==> config.mk <==
export PLATFORM = sky130hd
export DESIGN_NAME = instr_fetch_unit
export DESIGN_NICKNAME = d
export VERILOG_FILES = /design/src/rtl/instr_fetch_unit.sv
export SDC_FILE = /design/constraint.sdc
export NUM_CORES = 1
export LEC_CHECK = 0
export CAP_MARGIN = 10
export CELL_PAD_IN_SITES_DETAIL_PLACEMENT = 1
export CELL_PAD_IN_SITES_GLOBAL_PLACEMENT = 2
export CORE_ASPECT_RATIO = 2
export CORE_MARGIN = 10
export CORE_UTILIZATION = 27
export CTS_CLUSTER_SIZE = 16
export DETAILED_ROUTE_END_ITERATION = 10
export GPL_TIMING_DRIVEN = 1
export PLACE_DENSITY_LB_ADDON = 0.1
export SLEW_MARGIN = 20
export SYNTH_ARGS = -nofsm -noshare
export SYNTH_HDL_FRONTEND = slang
export SYNTH_SLANG_ARGS = --single-unit
==> constraint.sdc <==
create_clock -name clk -period 1.7 [get_ports clk]
set_clock_uncertainty 0.2 [all_clocks]
set_input_delay 0.425 -clock clk [delete_from_list [all_inputs] [get_ports clk]]
set_output_delay 0.425 -clock clk [all_outputs]
set_load 0.02 [all_outputs]
### Pin map, run 1

Scale: 4 px per um. Pins as bars across the die edge, other pins in grey.
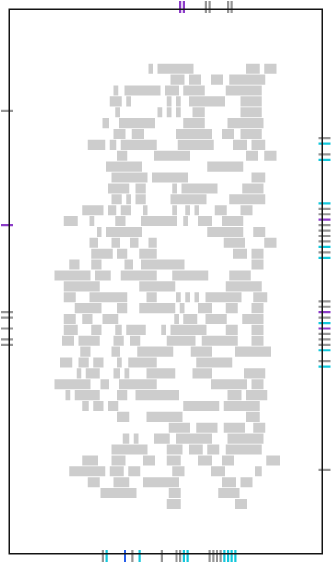
- purple: pc_addr (pins 6; direction input; edge 3 right, 2 top, 1 left)
- cyan: instruction (pins 16; direction output; edge 8 bottom, 8 right)
- blue: ir_ready (pins 1; direction input; edge bottom)
- all pins by edge: 28 right, 18 bottom, 7 left, 6 top
vertical die size: 136 um
count of input and output buffers: 58
Die Width: 77.9 um

### Register map, names as in the netlist, run 1

Scale: 3 px per um. Other sequential cells in the stronger grey, the rest of the logic in the fainter grey.
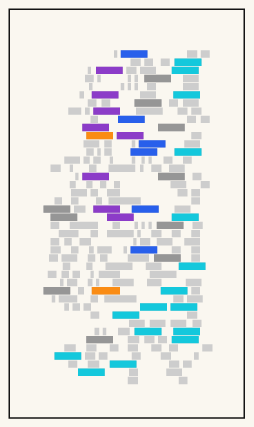
- purple: wdog_q (sequential cells 8)
- orange: state_q (sequential cells 2)
- cyan: instruction (sequential cells 16)
- blue: mem_addr (sequential cells 6)
- not coloured: 10
sequential portion of the cell area: 37.0%
sequential group power: 1.55 mW
register area: 1050 sq um
utilization of the core after routing: 43.3%

### Selected gate families, run 1

Scale: 3 px per um.
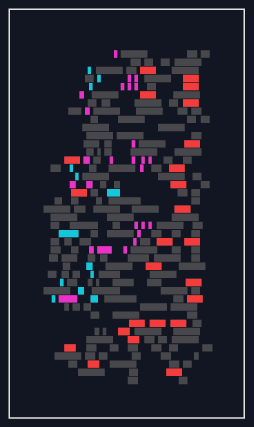
- magenta: NAND gates (cells 26)
- red: multiplexers (cells 24)
- cyan: NOR gates (cells 13)
multi-input gate share of the layout cell area: 26.2%
post-layout instance count excluding filler cells: 302
most common logic cell in the routed design: sky130_fd_sc_hd__dfrtp_1

==> summary.txt, run 1 <==
Flow results follow.

The final timing report gives a worst setup slack of -0.139 ns. The worst setup slack for register-to-register paths is -0.14 ns. The CTS report gives the tree buffer count as 5. Per the synthesis report, the XOR/XNOR share of the synthesized area is 0.484%. In the synthesized netlist, the number of instances is 132. The synthesized netlist devotes 5.81% of its cell area to compound gates. The final worst hold slack is 0.256 ns. The final reports fail on negative setup slack. After synthesis the cells add up to 1810 sq um. In this run the mean area of a mapped cell was 13.7 sq um. The final critical path time including I/O delays and setup is 1.84 ns. The number of antenna violations at the first check in global routing is 0.

The number of rows created at floorplan is 42. The worst register-to-register path has a depth of 6. The count of synthesis-stage warnings from yosys is 0. The first routing iteration left 70 violations. The final number of setup-violating endpoints is 7. Yosys reports that the leading cell type by area covers 58.1% of the netlist area.

After global routing the overflow that remains totals 0. Setup repair after global routing could not meet its margin everywhere. The data arrival time of the critical path is 1.80 ns. The final design instance area without fill is 2850 sq um. The CTS tree is built.

The clock slew at the register clock pins of the worst setup and hold paths is 0.06 ns. The power report puts the leakage power at 1.43 nW. Detailed placement reports a standard cell area of 2630 sq um.

The clock tree root driver cell is sky130_fd_sc_hd__clkbuf_16. Compared with the post-synthesis result, the final layout area differs by 57.4%. The async set-reset flop share out of synthesis is 100%. The last weighted congestion value of the routability-driven placer is 0.746.

The floorplan utilization is 27.5%. Summing the areas of all and, or, nand and nor instances in the mapped netlist gives 13.1% of the synthesized area. The nature of the critical path endpoint is a flop.

Hold-check failures listed in the final report amount to 0. The power consumption is 4.45 mW. The routed design has 5120 um of wire. The chip area line in the Yosys stat output reads 1810 sq um. The library cells used most frequently in the layout, excluding fill and tap cells, are 41 x sky130_fd_sc_hd__dfrtp_1, 34 x sky130_fd_sc_hd__dlygate4sd2_1, 23 x sky130_fd_sc_hd__clkdlybuf4s50_1, 20 x sky130_fd_sc_hd__mux2_4, 18 x sky130_fd_sc_hd__nand2_1. The flip-flop count of the largest register, all copies and words added is 16. The relative max-transition margin is 75.6%.

The most area-hungry cell type in the Yosys netlist is sky130_fd_sc_hd__dfrtp_1. The buffer depth of the longest clock path is 2. Looking at the critical path, the highest net fanout was 3. Setup total negative slack on the finished layout was measured at -0.459 ns.

The cell-mix breakdown from Yosys lists the adder-cell area share as 1.38%. The total of max-cap violations is 0. Entering global routing, the biggest net connects 30 pins. The via count of the first global-routing pass is 1528. The number of nets in the finished design is 243.

For this run, the script counts the antenna cells in the layout as 0. OpenSTA, run right after detailed placement, puts the worst setup slack at -0.443 ns. The flow ran to the end, but the final reports show violations. After synthesis, the cell types taking the most area are sky130_fd_sc_hd__dfrtp_1 58%, sky130_fd_sc_hd__mux2_4 15%, sky130_fd_sc_hd__nand2_1 3.7%. The total area of multi-input combinational cells is 747 sq um. The post-placement cell count is 290.

At the pin with the least slew margin, the transition time is 0.366 ns. The share of post-route cells with drive strength above 1 is 29.9%. The report lists the power per cell area as 1560 nW/um^2. The count of state elements after synthesis is 42. The cell total in the yosys stat output is 132. During I/O placement, the number of pins put on the boundary was 59.
[run 1: timing repair]
action	in CTS	in global routing
hold buffers	1	0
pin swaps	3	3
hold endpoints to repair	13	0
endpoints found under the setup margin	63	11
buffers inserted	0	3
resized	38	2
[run 1: power by group]
group          internal (mW)  switching (mW)
clock network          0.882           0.387
registers               1.35           0.199
logic                  0.829           0.804
total                   3.06            1.39
[run 1: worst max-delay path: stages, from the launching register on]
cell	delay, ns
sky130_fd_sc_hd__dfrtp_1	0.35
sky130_fd_sc_hd__inv_1	0.05
sky130_fd_sc_hd__ha_2	0.17
sky130_fd_sc_hd__o211ai_1	0.29
sky130_fd_sc_hd__nand2_2	0.13
sky130_fd_sc_hd__a2bb2oi_4	0.21
sky130_fd_sc_hd__mux2_4	0.32
[run 1: cells in the mapped netlist, types with 2 or more instances]
master                      n
sky130_fd_sc_hd__mux2_2     4
sky130_fd_sc_hd__mux2_4    18
sky130_fd_sc_hd__a21o_1     2
sky130_fd_sc_hd__dfrtp_1   42
sky130_fd_sc_hd__mux2_1     2
sky130_fd_sc_hd__and2_1     3
sky130_fd_sc_hd__a22o_1     2
sky130_fd_sc_hd__nand2_1   18
sky130_fd_sc_hd__a21oi_1    2
sky130_fd_sc_hd__inv_1      3
sky130_fd_sc_hd__ha_1       2
sky130_fd_sc_hd__buf_6      2
sky130_fd_sc_hd__nand3_1    3
sky130_fd_sc_hd__nand2b_1   2
sky130_fd_sc_hd__nor2_1     9
[run 1: final cells by class]
class / instances / share of cell area (%)
Sequential cell: 42 / 37.0
Multi-Input combinational cell: 83 / 26.2
Inverter: 3 / 0.396
Clock buffer: 6 / 4.88
Timing Repair Buffer: 78 / 25.5
Clock inverter: 2 / 2.11
Tap cell: 88 / 3.87
==> run 2, diff against run 1 <==
--- a/config.mk
+++ b/config.mk
@@ -15,6 +15,7 @@
 export DETAILED_ROUTE_END_ITERATION = 10
 export GPL_TIMING_DRIVEN = 1
 export PLACE_DENSITY_LB_ADDON = 0.1
+export SKIP_LAST_GASP = 1
 export SLEW_MARGIN = 20
 export SYNTH_ARGS = -nofsm -noshare
 export SYNTH_HDL_FRONTEND = slang
### Pin map, run 2

Scale: 4 px per um. Pins as bars across the die edge, other pins in grey.
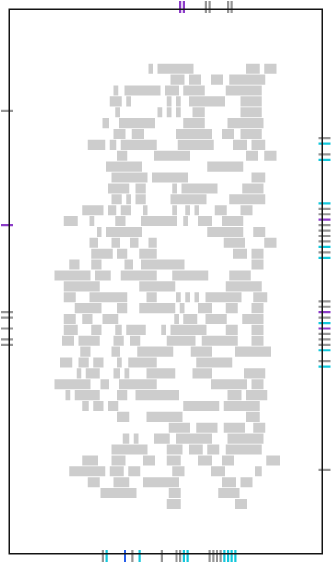
- cyan: instruction (pins 16; direction output; edge 8 bottom, 8 right)
- blue: ir_ready (pins 1; direction input; edge bottom)
- purple: pc_addr (pins 6; direction input; edge 3 right, 2 top, 1 left)
- all pins by edge: 28 right, 18 bottom, 7 left, 6 top

==> run 2 against run 1 <==
- the run still ends with negative setup slack left
- sequential cell count unchanged
- critical path depth unchanged
- synthesized cell count unchanged
- die size unchanged
- clock power about the same
- sequential power about the same
==> summary.txt, run 2 <==
Flow results follow.

The final number of setup-violating endpoints was 7 (unchanged). The maximum fanout along the worst path is 3 (unchanged). The final critical path time including I/O delays and setup was 1.84 ns (unchanged).

The sequential fraction of design power is 34.8% (about the same). The number of buffers added by the clock tree synthesis step was 5 (unchanged). Most frequent cells after synthesis: 42 x sky130_fd_sc_hd__dfrtp_1, 18 x sky130_fd_sc_hd__mux2_4, 18 x sky130_fd_sc_hd__nand2_1 (unchanged). The number of rows created at floorplan is 42 (unchanged). The most area-hungry cell type in the Yosys netlist was sky130_fd_sc_hd__dfrtp_1 (unchanged). The most common library cell in the layout ignoring fill and taps is sky130_fd_sc_hd__dfrtp_1 (unchanged). The vertical die dimension is 136 um (unchanged).

The cell total in the yosys stat output came to 132 (unchanged). Violations in the final reports: negative setup slack (unchanged). The cell count after synthesis is 132 (unchanged). The most popular library cell in the synthesized design by count is sky130_fd_sc_hd__dfrtp_1 (unchanged).

The nature of the critical path endpoint is a flop (unchanged). The async set-reset flop share out of synthesis is 100% (unchanged). Synth area leaders: sky130_fd_sc_hd__dfrtp_1 58%, sky130_fd_sc_hd__mux2_4 15%, sky130_fd_sc_hd__nand2_1 3.7% (unchanged). The flip-flop count of the largest register, all copies and words added is 16 (unchanged). The final worst setup slack is -0.139 ns (unchanged).

The sequential-cell power consumption is 1.55 mW (about the same). The number of antenna cells inserted was 0 (unchanged). The area growth from synthesis to layout is 57.4% (unchanged).

The part of the power in the clock network is 28.5% (about the same). The total wirelength of the detailed-routed design is 5120 um (unchanged). The hold violation count in the final report is 0 (unchanged). The number of port buffers is 58 (unchanged). The number of antenna violations at the first check in global routing came to 0 (unchanged). The number of cells on the critical path is 6 (unchanged).

The via count of the first global-routing pass was 1528 (unchanged). Unrepaired setup endpoints after global routing: yes (unchanged). The buffer and inverter count on the worst path is 1 (unchanged). The last weighted congestion value of the routability-driven placer is 0.746 (unchanged). The buffer depth of the longest clock path came to 2 (unchanged). The area of the mapped netlist is 1810 sq um (unchanged). The top cell type's share of synthesized area is 58.1% (unchanged). The count of state elements after synthesis is 42 (unchanged).

Outcome: finished, violations left (unchanged). The internal power consumption was 3.06 mW (unchanged). The I/O pin total is 59 (unchanged). The CTS tree is built (unchanged). The data arrival time of the critical path is 1.80 ns (about the same).

The number of nets in the finished design is 243 (unchanged). The die span in x was 77.9 um (unchanged). The switching power share of the total is 31.2% (unchanged). The floorplan utilization was 27.5% (unchanged). The logic depth of the worst register-to-register path is 6 (unchanged).

The switching power is 1.39 mW (unchanged). The pin slew with the least headroom to its limit was 0.366 ns (unchanged). Cell chain of the critical path: inv_1 > ha_2 > o211ai_1 > nand2_2 > a2bb2oi_4 > mux2_4 (unchanged). The remaining global-route overflow is 0 (unchanged). The largest net degree at the start of global routing is 30 (unchanged).

The combinational share of power is 36.7% (about the same). The share of post-route cells with drive strength above 1 is 29.9% (unchanged). The peak per-stage delay on the critical path came to 0.35 ns (about the same). The static power due to leakage was 1.43 nW (unchanged). The clock group total power is 1.27 mW (about the same).

The total of max-cap violations is 0 (unchanged). The power of the combinational group is 1.63 mW (about the same). The post-placement cell count is 290 (unchanged). The relative max-transition margin is 75.6% (unchanged).
### Routing congestion map, run 2

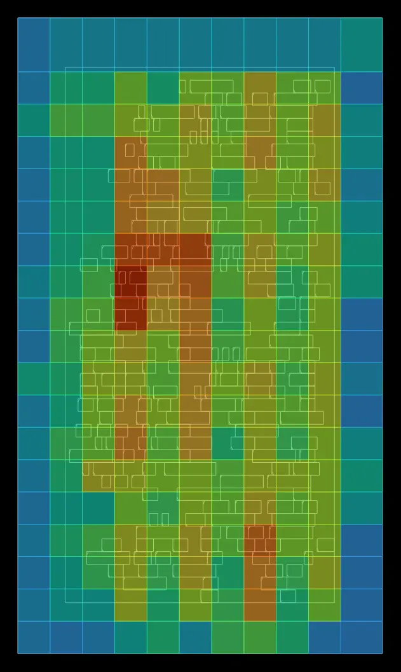
routed wirelength normalized by instance count: 17.0 um
met3 track utilization from global routing: 2.46%
GR Util All Layers: 10.2%
layer with the highest usage after global routing: met2
GR met2 Demand/Resource: 17.9%

## run 2: cell counts in the layout (fill, tap and decap cells not counted)
No cell type changed its count.
## run 2: routing by layer
metal  share of wire, %  vias up  routed length (um)  GRT usage [%]
li1                   -      611                   -              -
met1                 40      671                2050           11.1
met2                 54       42                2770           17.9
met3                4.0        5                 206           2.46
met4                1.8        0                  90           5.10
met5                  0        -                   0              0
## run 2: stage by stage
stage	TNS, ns	instance area (sq um)	total power, mW	util (%)	hold WS, ns
2_1_floorplan	-0.123	1820	2.48	-	-0.0706
3_3_place_gp	-11.74	2630	3.39	40.0	0.154
3_5_place_dp	-13.08	2630	3.45	40.0	0.166
4_1_cts	-0.221	2810	4.52	42.8	0.264
5_1_grt	-1.00	2850	4.70	43.3	0.298
6_report	-0.459	2850	4.45	43.3	0.256
## run 2: cells by family after synthesis
logic type,after synthesis,synth area share (%)
flops,42,58.1
buf+inv,7,2.35
compound gates,12,5.81
xor+xnor,1,0.485
fa+ha+maj,2,1.38
mux,24,18.7
simple gates,44,13.1
## run 2: final cells by class
| cell class | count | area, sq um | share of cell area, % |
|---|---|---|---|
| Inverter | 3 | 11.3 | 0.396 |
| Clock buffer | 6 | 139 | 4.88 |
| Tap cell | 88 | 110 | 3.87 |
| Multi-Input combinational cell | 83 | 747 | 26.2 |
| Sequential cell | 42 | 1050 | 37.0 |
| Clock inverter | 2 | 60.1 | 2.11 |
| Timing Repair Buffer | 78 | 727 | 25.5 |
## run 2: what timing repair did
item / CTS / global route
hold buffers: 1 / 0
buffers inserted: 0 / 3
pin swaps: 3 / 3
setup endpoints to repair: 63 / 11
endpoints found under the hold margin: 13 / 0
resized: 38 / 2
Power and IR drop assume default switching activity.
